$ cat src/rtl/aeolus_control_sequencer.sv
// Aeolus instruction decoder/sequencer: accepts one instruction per handshake and
// steps it through DECODE, EXEC (ALU ops only) and WB, driving datapath strobes.
module aeolus_control_sequencer #(
  parameter int ALU_LAT = 1,
  parameter int OPC_W   = 4
) (
  input  logic       clk,
  input  logic       reset,
  input  logic       instr_valid,
  output logic       instr_ready,
  input  logic [7:0] instr,
  input  logic       alu_overflow,
  output logic [3:0] imm,
  output logic       lda,
  output logic       ldb,
  output logic       alu_add,
  output logic       alu_sub,
  output logic       alu_lshift,
  output logic       alu_rshift,
  output logic       in1_sel,
  output logic       ld_acc,
  output logic       clr_acc,
  output logic       ld_o,
  output logic       done,
  output logic       halted,
  output logic       illegal,
  output logic       ovf_flag
);

  typedef enum logic [2:0] {IDLE, DECODE, EXEC, WB, HALTED} state_t;

  localparam logic [OPC_W-1:0] OP_NOP  = OPC_W'(0);
  localparam logic [OPC_W-1:0] OP_LDA  = OPC_W'(1);
  localparam logic [OPC_W-1:0] OP_LDB  = OPC_W'(2);
  localparam logic [OPC_W-1:0] OP_ADD  = OPC_W'(3);
  localparam logic [OPC_W-1:0] OP_SUB  = OPC_W'(4);
  localparam logic [OPC_W-1:0] OP_LSL  = OPC_W'(5);
  localparam logic [OPC_W-1:0] OP_LSR  = OPC_W'(6);
  localparam logic [OPC_W-1:0] OP_OUT  = OPC_W'(7);
  localparam logic [OPC_W-1:0] OP_CLR  = OPC_W'(8);
  localparam logic [OPC_W-1:0] OP_HALT = OPC_W'(15);

  localparam logic [2:0] EXEC_LAST = 3'(ALU_LAT - 1);

  state_t           state;
  logic [OPC_W-1:0] opcode;
  logic [2:0]       exec_cnt;

  assign instr_ready = (state == IDLE);
  assign halted      = (state == HALTED);

  // Strobes default low every edge and are raised only on the edge entering WB,
  // so each one lasts exactly the single WB cycle.
  always_ff @(posedge clk or posedge reset) begin
    if (reset) begin
      state      <= IDLE;
      opcode     <= '0;
      exec_cnt   <= '0;
      imm        <= '0;
      lda        <= 1'b0;
      ldb        <= 1'b0;
      alu_add    <= 1'b0;
      alu_sub    <= 1'b0;
      alu_lshift <= 1'b0;
      alu_rshift <= 1'b0;
      in1_sel    <= 1'b0;
      ld_acc     <= 1'b0;
      clr_acc    <= 1'b0;
      ld_o       <= 1'b0;
      done       <= 1'b0;
      illegal    <= 1'b0;
      ovf_flag   <= 1'b0;
    end else begin
      lda     <= 1'b0;
      ldb     <= 1'b0;
      ld_acc  <= 1'b0;
      clr_acc <= 1'b0;
      ld_o    <= 1'b0;
      done    <= 1'b0;
      illegal <= 1'b0;

      case (state)
        IDLE: begin
          if (instr_valid) begin
            opcode <= instr[7 -: OPC_W];
            imm    <= instr[3:0];
            state  <= DECODE;
          end
        end

        DECODE: begin
          exec_cnt <= '0;
          case (opcode)
            OP_ADD: begin alu_add <= 1'b1; state <= EXEC; end
            OP_SUB: begin alu_sub <= 1'b1; state <= EXEC; end
            OP_LSL: begin alu_lshift <= 1'b1; in1_sel <= 1'b1; state <= EXEC; end
            OP_LSR: begin alu_rshift <= 1'b1; in1_sel <= 1'b1; state <= EXEC; end
            OP_HALT: state <= HALTED;
            default: begin
              state <= WB;
              done  <= 1'b1;
              case (opcode)
                OP_NOP: ;
                OP_LDA: lda     <= 1'b1;
                OP_LDB: ldb     <= 1'b1;
                OP_OUT: ld_o    <= 1'b1;
                OP_CLR: clr_acc <= 1'b1;
                default: illegal <= 1'b1;
              endcase
            end
          endcase
        end

        EXEC: begin
          if (exec_cnt == EXEC_LAST) begin
            state  <= WB;
            ld_acc <= 1'b1;
            done   <= 1'b1;
          end else begin
            exec_cnt <= exec_cnt + 3'd1;
          end
        end

        // Op selects were held through WB; overflow is sampled at the end of it.
        WB: begin
          state      <= IDLE;
          alu_add    <= 1'b0;
          alu_sub    <= 1'b0;
          alu_lshift <= 1'b0;
          alu_rshift <= 1'b0;
          in1_sel    <= 1'b0;
          if (opcode == OP_ADD || opcode == OP_SUB)
            ovf_flag <= ovf_flag | alu_overflow;
          else if (opcode == OP_CLR)
            ovf_flag <= 1'b0;
        end

        HALTED: state <= HALTED;

        default: state <= IDLE;
      endcase
    end
  end

endmodule

$ cat config.mk
export PLATFORM = sky130hd
export DESIGN_NAME = aeolus_control_sequencer
export DESIGN_NICKNAME = d
export VERILOG_FILES = /design/src/rtl/aeolus_control_sequencer.sv
export SDC_FILE = /design/constraint.sdc
export NUM_CORES = 1
export LEC_CHECK = 0
export CORE_MARGIN = 1.5
export CORE_UTILIZATION = 47
export DETAILED_ROUTE_END_ITERATION = 8
export GPL_ROUTABILITY_DRIVEN = 1
export PLACE_DENSITY = 0.77
export REMOVE_ABC_BUFFERS = 1
export SKIP_CTS_REPAIR_TIMING = 1
export SYNTH_ARGS = -nofsm -noshare
export SYNTH_HDL_FRONTEND = slang
export SYNTH_SLANG_ARGS = --single-unit
$ cat constraint.sdc
create_clock -name clk -period 1.55 [get_ports clk]
set_clock_uncertainty 0.05 [all_clocks]
set_input_delay 0.31 -clock clk [delete_from_list [all_inputs] [get_ports clk]]
set_output_delay 0.31 -clock clk [all_outputs]
set_load 0.01 [all_outputs]
Figure 1. Supply network (run 1).
Pins as bars on the die edge. Tap cells in grey.
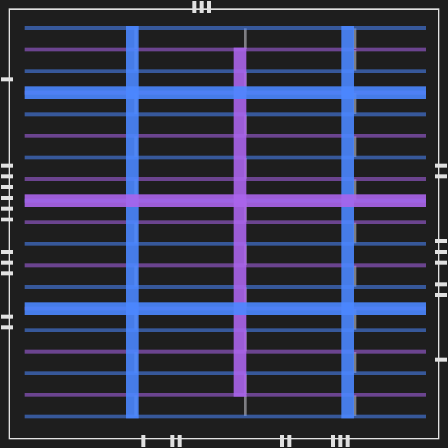
VSS -> blue
VDD -> purple
tap cells = 30
met1 rails = 19
met4 straps = 3

Figure 2. Clock network drawn from the DEF (run 1).
The bar under the picture is 20 µm long.
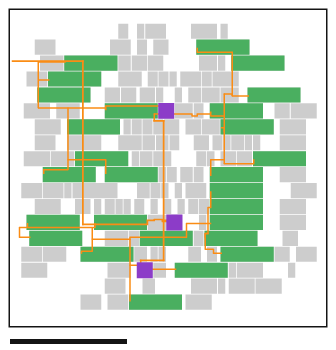
flip-flops -> green  # count 27
clock-net drivers -> purple  # count 3
clock wires -> orange  # length 286 µm
routed clock nets = 4
power consumed by the clock network: 300 µW
clock share of power: 0.104
insertion delay at the late pin of the worst-skew pair: 0.33 ns

Figure 3. The clock network (run 1).
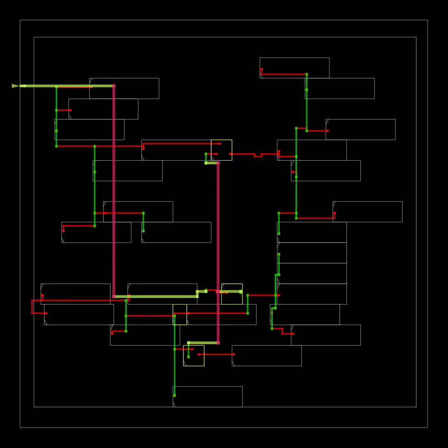
number of buffers added by the clock tree synthesis step: 3
final-layout clock buffer total: 3

==> notes.md, run 1 <==
Here are the numbers from the latest Yosys + OpenROAD run.

The worst path arrival time came out at 1.76 ns. The least setup slack across all paths after layout came out at -0.0118 ns. The mux cell area share after synthesis is 0.0636. The run finished, with violations left. The non-clock buffer instance count of the final layout is 42.

Synthesis handed over a netlist of 116 instances. The power per standard cell area is 1700 nW/µm². The DRC violation count after routing is 0. The number of slew-limit violations in the final report is 0.

Once placement completed, the tool counted placed cells totaling 180. The routed wirelength on the met1 layer is recorded as 1090 µm. The checks that failed: negative setup slack. The worst setup slack before clock tree synthesis is -0.110 ns. For this run, global-route usage on met2 was measured as 0.348. The library cell used most frequently in the layout, excluding fill and tap cells, is sky130_fd_sc_hd__dfrtp_1.

The chip area is 2910 µm². The repair_antennas step left the layout with diodes totalling 0. The end of the worst register-to-register path is ovf_flag. The buffer levels on the longest clock path is 2. Of all the cell area in the finished design, the clock network holds 0.0161.

The end-of-flow timing check tallies setup violations at 1.
Figure 4. Gate families picked out (run 1).
The bar under the picture is 20 µm long.
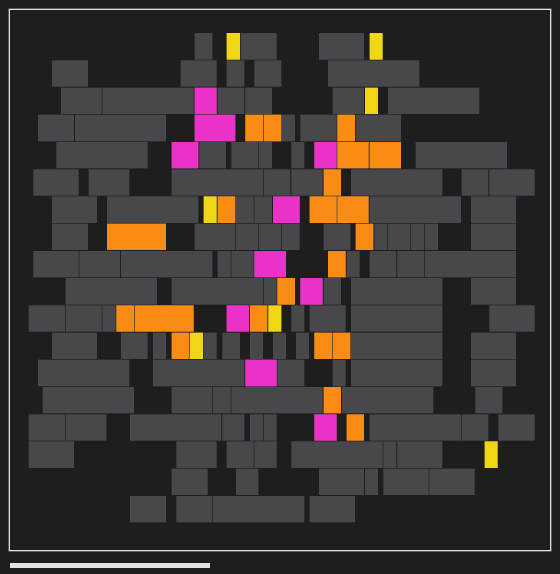

==> run 1 -> run 2 <==
CELL_PAD_IN_SITES_DETAIL_PLACEMENT = 1   (was default)
CELL_PAD_IN_SITES_GLOBAL_PLACEMENT = 1   (was default)
CORE_UTILIZATION = 36   (was 47)
PLACE_DENSITY = default   (was 0.77)
PLACE_DENSITY_LB_ADDON = 0.1   (was default)
Figure 5. Gate families picked out (run 2).
The bar under the picture is 20 µm long.
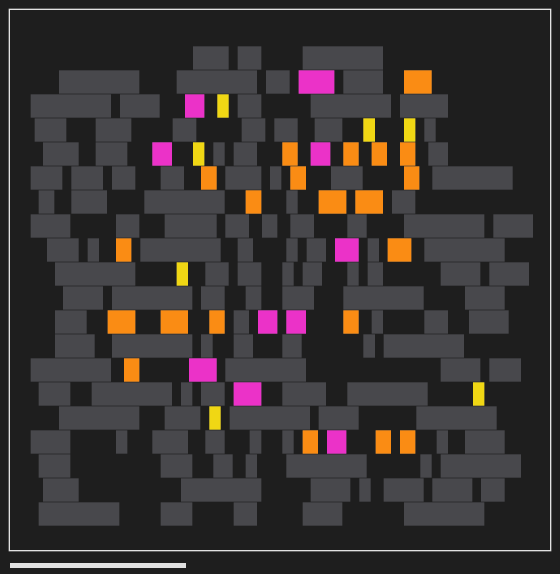
inv cells -> yellow  # cells 7, most used inv_1
and/or cells -> magenta  # cells 10, most used and2_1
aoi and oai cells -> orange  # cells 21, most used o21ai_0

Figure 6. Clock network drawn from the DEF (run 2).
The bar under the picture is 20 µm long.
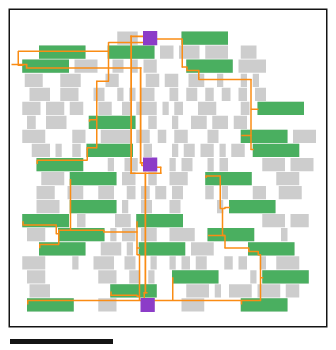
clock wires -> orange  # length 376 µm
clock-net drivers -> purple  # count 3
flip-flops -> green  # count 27
routed clock nets = 4

==> notes.md, run 2 <==
Here are the numbers from the latest Yosys + OpenROAD run.

The clock power share came to 0.112 (+0.008). The non-clock buffer instance count of the final layout came out at 46 (+9.5%). Among logic cells in the layout, the one with the most instances is sky130_fd_sc_hd__dfrtp_1. In the final routed layout, each cell accounts on average for 14.4 µm. The buffer levels on the longest clock path came out at 2 (unchanged). The count of clock buffers in the final design came to 3 (unchanged).

The power consumed by the clock network is 336 µW (+12%). The run finished with clean final reports. The insertion delay of the later-clocked pin in the worst-skew pair is 0.36 ns (+0.03 ns). The largest registers in the layout are imm: 4 flops, opcode: 4 flops. The top-level I/O count came out at 31. The least setup slack across all paths after layout came out at 0.0132 ns (+0.0250 ns). The post-route standard cell area excluding fillers is 1760 µm².

The count of endpoints failing setup in the final report came to 0 (-1). The worst setup slack before clock tree synthesis is -0.0493 ns (+0.0608 ns). The antenna diode instance count is 0 (unchanged). The global routing met2 resource utilization came out at 0.281 (-0.0664). The power per standard cell area is 1710 nW/µm² (+0.64%). The DRC violation count after routing came out at 0 (unchanged).

The TritonCTS buffer count came out at 3 (unchanged). The worst path arrival time is 1.18 ns (-0.58 ns). The worst setup path is launched from a flop. The mux cell area share after synthesis is 0.0636 (unchanged).

In the post-synthesis netlist, the biggest area contributors are sky130_fd_sc_hd__dfrtp_1 55%, sky130_fd_sc_hd__mux2_2 5.5%, sky130_fd_sc_hd__o21ai_0 4.1%. Looking at the critical path, the single cell with the biggest stage delay is sky130_fd_sc_hd__dfrtp_1. The gate count after technology mapping came out at 116 (unchanged).

The average cell area after synthesis came out at 10.5 µm². The average via count per standard cell came out at 5.03. The clock-cell share of area came out at 0.0170 (+0.000905).

Across all register-to-register paths, the minimum setup slack is 0.08 ns. In this run the critical register-to-register path is captured at alu_add. Per the Yosys statistics, synthesis produced 116 cells. The maximum frequency from static timing analysis is 0.651 GHz.

The startpoint of the worst-slack reg-to-reg timing path is state[0]. The number of slew-limit violations in the final report came out at 0 (unchanged).
Figure 7. Supply network (run 2).
Pins as bars on the die edge. Tap cells in grey.
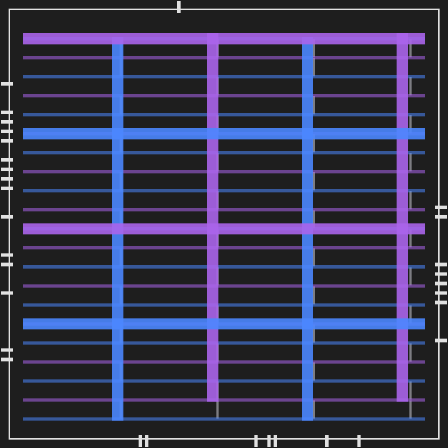
VDD -> purple
VSS -> blue
met4 straps = 4
rows = 20
signal pins = 31
met5 straps = 4
placeable core region: 3130 µm²
Die Span X: 61.2 µm
overall die height: 61.2 µm

Power is estimated from default activity; no workload was simulated.
